Figure 1. Cell outlines without signal wires (run 1).
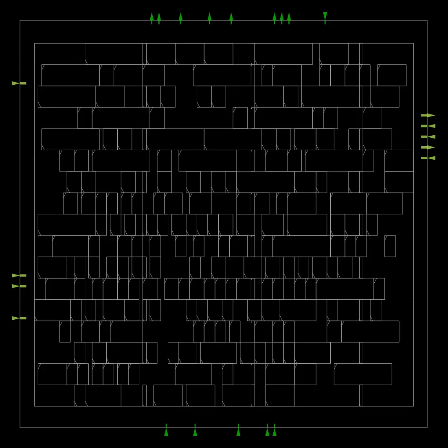
Figure 2. Routed metal, one colour a layer (run 1).
Scale: 10 px per micron. Only two layers are drawn.
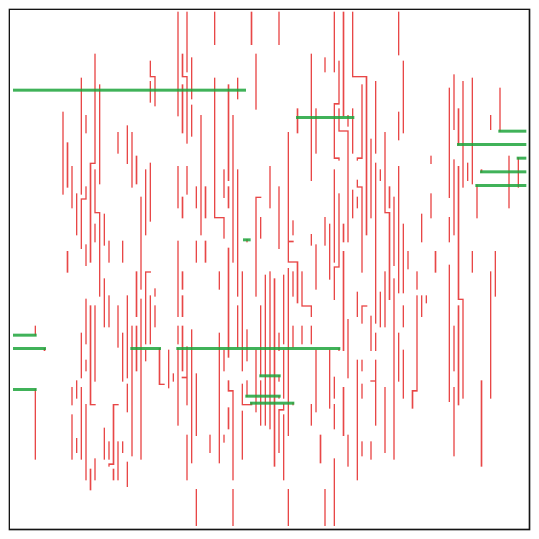
Figure 3. Nets reached from selected ports (run 1).
Scale: 6 px per micron.
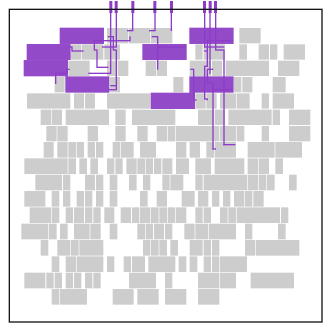
## src/rtl/win_max_pkg.sv

```systemverilog
// Shared constants and state type for the windowed peak detector.
// Optional feature macro used across the slice: SAT_FLAG_EN.
package win_max_pkg;
  localparam int W_DEF   = 8;
  localparam int SAT_DEF = 200;
  localparam int N_DEF   = 4;

  typedef enum logic {ACC, HOLD} state_t;
endpackage

```

## src/rtl/win_max_sat_if.sv

```systemverilog
// Sample-in / result-out stream bundle for win_max_sat.
// out_sat is only present when SAT_FLAG_EN is defined.
interface win_max_sat_if #(parameter int W = 8);
  logic         in_valid;
  logic         in_ready;
  logic [W-1:0] in_data;
  logic         out_valid;
  logic         out_ready;
  logic [W-1:0] out_max;
`ifdef SAT_FLAG_EN
  logic         out_sat;

  modport master (output in_valid, in_data, out_ready,
                  input  in_ready, out_valid, out_max, out_sat);
  modport slave  (input  in_valid, in_data, out_ready,
                  output in_ready, out_valid, out_max, out_sat);
`else
  modport master (output in_valid, in_data, out_ready,
                  input  in_ready, out_valid, out_max);
  modport slave  (input  in_valid, in_data, out_ready,
                  output in_ready, out_valid, out_max);
`endif
endinterface

```

## src/rtl/sat_max2.sv

```systemverilog
// Combinational two-input maximum clipped to a ceiling: y = min(max(a,b), SAT).
module sat_max2 #(
  parameter int W   = 8,
  parameter int SAT = 200
) (
  input  logic [W-1:0] a,
  input  logic [W-1:0] b,
  output logic [W-1:0] y
);
  localparam logic [W-1:0] SAT_V = W'(SAT);

  logic [W-1:0] m;

  always_comb begin
    m = (a > b) ? a : b;
    y = (m > SAT_V) ? SAT_V : m;
  end
endmodule

```

## src/rtl/win_max_sat.sv

```systemverilog
// Streaming window peak detector: max of every N accepted samples, clipped at SAT.
// Define SAT_FLAG_EN to add the per-window out_sat flag.
module win_max_sat
  import win_max_pkg::*;
#(
  parameter int W   = W_DEF,
  parameter int SAT = SAT_DEF,
  parameter int N   = N_DEF
) (
  input  logic         clk,
  input  logic         rst,
  input  logic         clear,
  win_max_sat_if.slave bus
);
  localparam int             CW    = $clog2(N + 1);
  localparam logic [CW-1:0]  LAST  = CW'(N - 1);
  localparam logic [W-1:0]   SAT_V = W'(SAT);

  state_t        state_reg, state_next;
  logic [CW-1:0] cnt_reg;
  logic [W-1:0]  acc_reg;
  logic [W-1:0]  out_max_reg;
  logic [W-1:0]  acc_base;
  logic [W-1:0]  acc_next;
  logic          in_ready_c;
  logic          out_valid_c;
  logic          take;
  logic          last;

  // First sample of a window must not be compared against a stale accumulator.
  assign acc_base = (cnt_reg == '0) ? '0 : acc_reg;
  assign last     = (cnt_reg == LAST);

  sat_max2 #(.W(W), .SAT(SAT)) u_sat_max2 (
    .a (acc_base),
    .b (bus.in_data),
    .y (acc_next)
  );

  always_ff @(posedge clk) begin
    if (rst) state_reg <= ACC;
    else     state_reg <= state_next;
  end

  always_comb begin
    state_next  = state_reg;
    in_ready_c  = 1'b0;
    out_valid_c = 1'b0;
    take        = 1'b0;
    case (state_reg)
      ACC: begin
        in_ready_c = ~clear;
        take       = bus.in_valid & in_ready_c;
        if (take && last) state_next = HOLD;
      end
      HOLD: begin
        out_valid_c = 1'b1;
        if (bus.out_ready) state_next = ACC;
      end
      default: state_next = ACC;
    endcase
  end

  always_ff @(posedge clk) begin
    if (rst) begin
      cnt_reg     <= '0;
      acc_reg     <= '0;
      out_max_reg <= '0;
    end else if (state_reg == ACC && clear) begin
      cnt_reg <= '0;
      acc_reg <= '0;
    end else if (take) begin
      acc_reg <= acc_next;
      if (last) begin
        cnt_reg     <= '0;
        out_max_reg <= acc_next;
      end else begin
        cnt_reg <= cnt_reg + CW'(1);
      end
    end
  end

`ifdef SAT_FLAG_EN
  logic flag_reg;
  logic flag_next;
  logic out_sat_reg;

  // Only raw samples strictly above the ceiling count; equal-to-ceiling passes clean.
  assign flag_next = ((cnt_reg == '0) ? 1'b0 : flag_reg) | (bus.in_data > SAT_V);

  always_ff @(posedge clk) begin
    if (rst) begin
      flag_reg    <= 1'b0;
      out_sat_reg <= 1'b0;
    end else if (state_reg == ACC && clear) begin
      flag_reg <= 1'b0;
    end else if (take) begin
      flag_reg <= flag_next;
      if (last) out_sat_reg <= flag_next;
    end
  end

  assign bus.out_sat = out_sat_reg;
`endif

  assign bus.in_ready  = in_ready_c;
  assign bus.out_valid = out_valid_c;
  assign bus.out_max   = out_max_reg;
endmodule
```

## src/flat_wrapper.sv

```systemverilog
// flat-port wrapper written by rule: the top's interface ports become plain ports
module win_max_sat_flat import win_max_pkg::*;
#(
  parameter int W   = W_DEF,
  parameter int SAT = SAT_DEF,
  parameter int N   = N_DEF
)
  (clk, rst, clear, bus_in_valid, bus_in_data, bus_out_ready, bus_in_ready, bus_out_valid, bus_out_max);
  win_max_sat_if #(.W(W)) bus_i ();
  input  logic clk;
  input  logic rst;
  input  logic clear;
  input wire logic [$bits(bus_i.in_valid)-1:0] bus_in_valid;
  input wire logic [$bits(bus_i.in_data)-1:0] bus_in_data;
  input wire logic [$bits(bus_i.out_ready)-1:0] bus_out_ready;
  output wire logic [$bits(bus_i.in_ready)-1:0] bus_in_ready;
  output wire logic [$bits(bus_i.out_valid)-1:0] bus_out_valid;
  output wire logic [$bits(bus_i.out_max)-1:0] bus_out_max;
  assign bus_i.in_valid = bus_in_valid;
  assign bus_i.in_data = bus_in_data;
  assign bus_i.out_ready = bus_out_ready;
  assign bus_in_ready = bus_i.in_ready;
  assign bus_out_valid = bus_i.out_valid;
  assign bus_out_max = bus_i.out_max;
  win_max_sat #(.W(W), .SAT(SAT), .N(N)) u_core (.clk(clk), .rst(rst), .clear(clear), .bus(bus_i));
endmodule
```

## config.mk

```make
export PLATFORM = sky130hd
export DESIGN_NAME = win_max_sat_flat
export DESIGN_NICKNAME = d
export VERILOG_FILES = /design/src/rtl/win_max_pkg.sv /design/src/rtl/win_max_sat_if.sv /design/src/rtl/sat_max2.sv /design/src/rtl/win_max_sat.sv /design/src/flat_wrapper.sv
export SDC_FILE = /design/constraint.sdc
export NUM_CORES = 1
export LEC_CHECK = 0
export ABC_AREA = 1
export ABC_CLOCK_PERIOD_IN_PS = 3000
export CAP_MARGIN = 40
export CORE_MARGIN = 1.5
export CORE_UTILIZATION = 51
export CTS_CLUSTER_DIAMETER = 100
export DETAILED_ROUTE_END_ITERATION = 7
export PLACE_DENSITY = 0.78
export SYNTH_ARGS = -nofsm -noshare
export SYNTH_HDL_FRONTEND = slang
export SYNTH_SLANG_ARGS = --single-unit
```

## constraint.sdc

```tcl
create_clock -name clk -period 3 [get_ports clk]
set_input_delay 0.6 -clock clk [delete_from_list [all_inputs] [get_ports clk]]
set_output_delay 0.6 -clock clk [all_outputs]
set_load 0.01 [all_outputs]
```

==> impl_metrics.py, run 1 <==
# Metrics from the implementation run
metrics = {
    "global_route": {
        "antenna_found_initial": 0,
        "grt_max_degree": 16,
        "grt_pass1_wl_microns": 4520,
        "grt_pass1_vias": 1110,
    },
    "timing": {
        "hold_viol_final": 0,
        "grt_setup_unrepaired": "no",
        "final.setup_skew_ps": 1.53,
        "slew_viol_final": 0,
        "max_freq_mhz": 370,
        "setup_viol": 0,
        "slew_headroom_pct": 63.0,
        "fin_crit_ps": 2710,
        "fin_hold_ws_ps": 504,
        "tightest_slew_ps": 556,
    },
    "floorplanning": {
        "die_area_sq_um": 2690,
        "fp.dieW_microns": 51.9,
        "rows": 17,
        "dieHeight_microns": 51.9,
    },
    "worst_setup_path": {
        "cp_num_cells": 21,
        "max_stage_delay_ps": 350,
        "worstReg2RegStart": "u_core.cnt_reg[0]",
        "crit_end": "u_core.bus.out_max[4]",
        "cp-end-kind": "flop",
        "critPathBufInv": 3,
        "slowest_stage": "dfxtp_1",
        "startpoint": "u_core.cnt_reg[0]",
        "crit_chain": "inv_1 > ha_1 > nand2_2 > inv_1 > nor2_1 > ha_1 > nand2_1 > inv_1 > nand2_1 > nand2_1 > nand2_1 > nand2_2 > nand2_4 > nand2_1 > nand2_2 > nand2_2 > nor2_1 > nand2_1 > nand2_2 > nand2_1 > a21oi_1",
        "crit_type": "flop to flop",
        "cp_data_arrival_time_ps": 2940,
        "worst_path_dominant_cell_family": "simple AND/OR/NAND/NOR gates",
        "cpMostUsedCell": "nand2_1",
        "r2r_cells": 21,
        "crit_fanout": 11,
    },
    "cts": {
        "cts_made_buffers": 3,
        "clock_latency_ps": 300,
        "post_cts_buffers": 0,
        "root_buffer": "clkbuf_4",
        "cts_tree": "done",
        "cts_resized": 0,
    },
    "synth": {
        "yosys_cells": 186,
        "synth_cells": 186,
        "synthAoiAreaFrac_pct": 18.6,
        "top_logic_kind": "simple AND/OR/NAND/NOR gates",
        "ys_warn_count": 0,
        "xor_share_pct": 0,
        "synth-area-yosys_sq_um": 1220,
        "mux_area_share_pct": 0,
        "yosys.area_share.simple_pct": 25.5,
        "synth_flops": 20,
        "synth_nets": 209,
        "adder_share_pct": 10.3,
        "synth.avg_cell_area_sq_um": 6.55,
    },
    "route": {
        "firstDrtPassIters": 4,
        "drc": 0,
        "viasPerCell": 4.96,
        "initialDrtViolationCount": 17,
        "drt.antenna.violating_nets": 0,
    },
    "layout": {
        "n_antenna_cell": 0,
        "final_nets": 233,
        "drive_above_1_share_pct": 6.70,
        "seq_area_sq_um": 400,
        "logic_area_sq_um": 669,
        "areaGrowthSynthToFinish_pct": 23.4,
        "nFillCells": 216,
    },
    "power_and_ir_drop": {
        "pwr-share-comb_pct": 15.0,
        "p_leak_nw": 0.780,
        "clk-power_uw": 153,
        "cellPowerDensity_nw_per_um2": 333,
        "intPower_uw": 377,
        "vdd_drop_max_mv": 0.351,
        "swShare_pct": 24.7,
        "comb-power_uw": 74.9,
        "pwr-share-seq_pct": 54.4,
        "power_leader": "registers",
        "p_seq_uw": 272,
    },
    "outcome": {
        "outcome": "complete, no violations",
    },
    "min_path": {
        "holdPathStages": 2,
        "hold_end": "u_core.cnt_reg[1]",
        "min_from": "u_core.cnt_reg[1]",
    },
    "place": {
        "post-dp-hpwl_microns": 2060,
        "gp_congestion": 0.792,
    },
    "run": {
        "tool_warnings": 27,
        "cap_violations": 0,
    },
}
-- Figure 1 (at the start) --
post-route insts no fill: 237
Core Region: 2230 sq um

-- Figure 2 (at the start) --
| colour | layer | wire length |
|---|---|---|
| red | M2 | 1310 microns |
| green | M3 | 82.8 microns |
via count: 1176
Detailed Route WL: 2550 microns
GRT Overall Usage: 22.0%
WL/cell: 10.7 microns

-- Figure 3 (at the start) --
| colour | port | bits | direction | edge | end cells | wire |
|---|---|---|---|---|---|---|
| purple | `bus_out_max` | 8 | output | north | 8 | 163 microns |
io pins: 23
Buffers on Ports: 22

-- run 1: metrics by stage --
step                      worst slack, ps  std cells  total power [mW]  area, sq um
after global placement                136        233             0.350         1460
after CTS                             200        237             0.505         1500
after floorplan                       716        186             0.323         1220
after global routing                 15.2        237             0.527         1500
final                                 294        237             0.500         1500
after detailed placement             24.2        233             0.352         1460
-- run 1: cell usage in the layout (no fill, tap or decap), drive strengths merged, types with 2 or more instances in the layout --
| master | count |
|---|---|
| a21oi | 20 |
| clkbuf | 4 |
| clkdlybuf4s50 | 22 |
| dfxtp | 20 |
| ha | 10 |
| inv | 36 |
| nand2 | 49 |
| nand3 | 10 |
| nor2 | 11 |
| o21ai | 18 |
| o21bai | 2 |
-- run 1: routing by layer --
metal / GRT usage [%] / vias up / wire length (microns) / share of wire, %
met2: 40.1 / 21 / 1310 / 51
met4: 5.26 / 0 / 14 / 0.55
li1: - / 639 / - / -
met3: 4.31 / 2 / 82 / 3.2
met5: 0 / - / 0 / 0
met1: 26.1 / 514 / 1140 / 45
-- run 1: cells in the mapped netlist --
master    instances  area, sq um
a21o_1            1         7.51
o21bai_1          2         15.0
inv_1            36          135
nand3_1          10         50.1
a31oi_1           1         6.26
nor3_1            1         5.00
nand4_1           1         6.26
a21oi_1          20          100
nor2_2            1         6.26
buf_2             2         10.0
o21ai_0          18         90.1
nand2_2           6         37.5
clkbuf_1          1         3.75
buf_4             1         7.51
a211oi_1          1         7.51
nand2_1          43          161
ha_1             10          125
nor2_1           10         37.5
dfxtp_1          20          400
or2_2             1         6.26
-- run 1: cell type report --
type | instances | share of cell area (%)
Sequential cell | 20 | 26.6
Timing Repair Buffer | 23 | 15.1
Inverter | 36 | 8.99
Multi-Input combinational cell | 126 | 44.5
Clock buffer | 4 | 2.41
Tap cell | 28 | 2.33
--- run 2 (diff from run 1) ---
--- a/config.mk
+++ b/config.mk
@@ -12,6 +12,7 @@
 export CORE_UTILIZATION = 51
 export CTS_CLUSTER_DIAMETER = 100
 export DETAILED_ROUTE_END_ITERATION = 7
+export GPL_ROUTABILITY_DRIVEN = 1
 export PLACE_DENSITY = 0.78
 export SYNTH_ARGS = -nofsm -noshare
 export SYNTH_HDL_FRONTEND = slang
Figure 4. Routed metal, one colour a layer (run 2).
Scale: 10 px per micron. Only two layers are drawn.
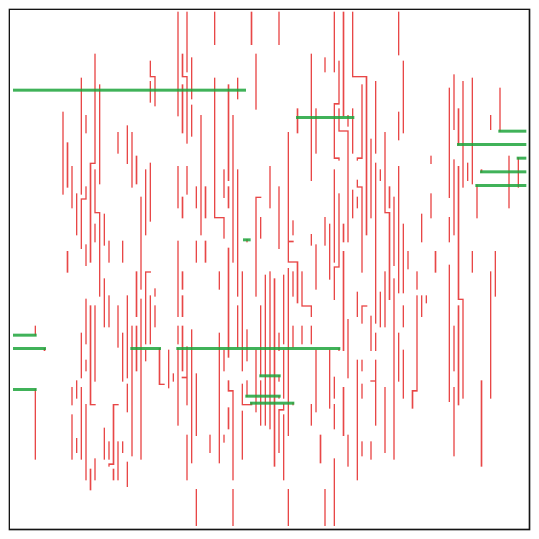
| colour | layer | wire length |
|---|---|---|
| red | M2 | 1310 microns |
| green | M3 | 82.8 microns |

==> impl_metrics.py, run 2 <==
# Metrics from the implementation run
metrics = {
    "outcome": {
        "outcome": "complete, no violations",
    },
    "cts": {
        "cts.reportedPaths.clkPinSlew_ps": 110,
        "cts_tree": "done",
        "cts_sinks": 20,
        "cts_max_level": 1,
        "cts_made_buffers": 3,
        "clock_latency_ps": 300,
        "ctsLongestPathBuffers": 2,
        "root_buffer": "clkbuf_4",
    },
    "synth": {
        "top_area_cell": "dfxtp_1",
        "top_cell": "nand2_1",
        "synth.avg_cell_area_sq_um": 6.55,
        "synth-async-reset-ratio_pct": 0,
        "synth-edff-count": 0,
        "adder_share_pct": 10.3,
        "xor_share_pct": 0,
        "synth_nets": 209,
        "yosys.area_share.simple_pct": 25.5,
        "synth_cells": 186,
        "synthTopCellsByArea": "dfxtp_1, nand2_1, inv_1, ha_1, a21oi_1",
        "synth_seq_share_pct": 32.9,
        "mux_area_share_pct": 0,
        "ff_type": "dfxtp_1",
        "top_cell_area_share_pct": 32.9,
        "synth_flops": 20,
        "top_logic_kind": "simple AND/OR/NAND/NOR gates",
        "synth-area-yosys_sq_um": 1220,
        "syn_area_sq_um": 1220,
        "synthAoiAreaFrac_pct": 18.6,
        "top_cells_by_count": "nand2_1, inv_1, a21oi_1, dfxtp_1, o21ai_0",
        "synthDistinctLibCells": 20,
        "ys_warn_count": 0,
        "yosys_cells": 186,
    },
    "layout": {
        "design_area_sq_um": 1500,
        "final_nets": 233,
        "final_common_cell": "nand2_1",
        "drive_above_1_share_pct": 6.70,
        "lay_top_cells": "nand2_1, inv_1, clkdlybuf4s50_1",
        "areaGrowthSynthToFinish_pct": 23.4,
        "n_antenna_cell": 0,
    },
    "timing": {
        "fin_crit_sh_pct": 90.2,
        "hold_viol_final": 0,
        "setup_viol": 0,
        "grt_setup_unrepaired": "no",
        "max_freq_mhz": 370,
        "fin_crit_ps": 2710,
        "layout_setup_ws_ps": 294,
        "fin_setup_tns_ps": 0,
        "tightest_slew_ps": 556,
        "fin_hold_ws_ps": 504,
        "slew_viol_final": 0,
        "final.setup_skew_ps": 1.53,
        "slew_headroom_pct": 63.0,
    },
    "floorplanning": {
        "fp.dieW_microns": 51.9,
        "fp_util_pct": 54.6,
        "rows": 17,
        "dieHeight_microns": 51.9,
        "fp.coreArea_sq_um": 2230,
        "io_pins": 23,
        "die_area_sq_um": 2690,
    },
    "route": {
        "drc": 0,
        "drt_wl_total_microns": 2550,
        "vias": 1176,
        "viasPerCell": 4.96,
        "initialDrtViolationCount": 17,
        "avgRoutedWirePerCell_microns": 10.7,
        "drt.antenna.violating_nets": 0,
        "firstDrtPassIters": 4,
    },
    "global_route": {
        "grt_pass1_vias": 1110,
        "grt_pass1_wl_microns": 4520,
        "track_usage_pct": 22.0,
        "grt_overflow_total": 0,
        "antenna_found_initial": 0,
        "grt_max_degree": 16,
    },
    "power_and_ir_drop": {
        "vdd_drop_max_mv": 0.351,
        "finalPower_uw": 500,
        "cellPowerDensity_nw_per_um2": 333,
        "p_leak_nw": 0.780,
    },
    "worst_setup_path": {
        "max_stage_delay_ps": 350,
        "crit_fanout": 11,
        "critPathRequiredTime_ps": 3230,
        "crit_chain": "inv_1 > ha_1 > nand2_2 > inv_1 > nor2_1 > ha_1 > nand2_1 > inv_1 > nand2_1 > nand2_1 > nand2_1 > nand2_2 > nand2_4 > nand2_1 > nand2_2 > nand2_2 > nor2_1 > nand2_1 > nand2_2 > nand2_1 > a21oi_1",
        "slowest_stage": "dfxtp_1",
        "cp-end-kind": "flop",
        "critPathBufInv": 3,
        "setup.worst_path.start_class": "flop",
        "crit_type": "flop to flop",
        "worst_path_dominant_cell_family": "simple AND/OR/NAND/NOR gates",
        "cpMostUsedCell": "nand2_1",
        "cp_data_arrival_time_ps": 2940,
    },
    "place": {
        "post-dp-hpwl_microns": 2060,
        "io_buffers": 22,
        "post-place-ws_ps": 24.2,
        "gp_congestion": 0.792,
        "dpl_cell_area_sq_um": 1460,
    },
    "run": {
        "tool_warnings": 27,
        "cap_violations": 0,
    },
    "min_path": {
        "worst_hold_path_type": "flop to flop",
    },
}
## run 2: cell type report
cell class                      count  area (sq um)
Clock buffer                        4          36.3
Fill cell                         216           729
Inverter                           36           135
Multi-Input combinational cell    126           669
Sequential cell                    20           400
Tap cell                           28          35.0
Timing Repair Buffer               23           228
## run 2: metrics by stage
step	cells	util [%]
floorplan	186	-
detailed placement	233	65.4
global route	237	67.3
global placement	233	65.4
CTS	237	67.0
finish	237	67.3
## run 2: worst min-delay path, cell delays in order (launching register included)
cell and delay, ps:
dfxtp_1 330, inv_1 70, a21oi_1 70
## run 2: final timing paths
check	start	to	slack, ps	depth (start not counted)
min	u_core.cnt_reg[1]	u_core.cnt_reg[1]	500	2
min reg2reg	u_core.cnt_reg[1]	u_core.cnt_reg[1]	500	2
max	u_core.cnt_reg[0]	u_core.bus.out_max[4]	290	21
max reg2reg	u_core.cnt_reg[0]	u_core.bus.out_max[4]	290	21
## run 2: cells by family (layout without fill, tap and decap cells)
logic type | after synthesis | after routing
buffers and inverters | 40 | 63
flip-flops | 20 | 20
AND-OR/OR-AND | 43 | 43
adder cells (fa/ha/maj) | 10 | 10
AND/OR/NAND/NOR | 73 | 73
## run 2: power breakdown
part / internal [mW] / switching, mW / total (mW)
registers: 0.270 / 0.00216 / 0.272
logic: 0.0326 / 0.0422 / 0.0749
clock network: 0.0740 / 0.0793 / 0.153
## run 2: what timing repair did
| item | CTS | global route |
|---|---|---|
| endpoints found under the hold margin | 0 | 0 |
| resized | 0 | 2 |
| hold buffers | 0 | 0 |
| setup endpoints to repair | 0 | 8 |
| setup buffers | 0 | 0 |
## run 2: metal layers
layer | part of all wire [%] | GRT usage (%)
met5 | 0 | 0
met4 | 0.55 | 5.26
met3 | 3.2 | 4.31
met2 | 51 | 40.1
met1 | 45 | 26.1
No activity file was given, so power comes from the tool's default toggle rates.
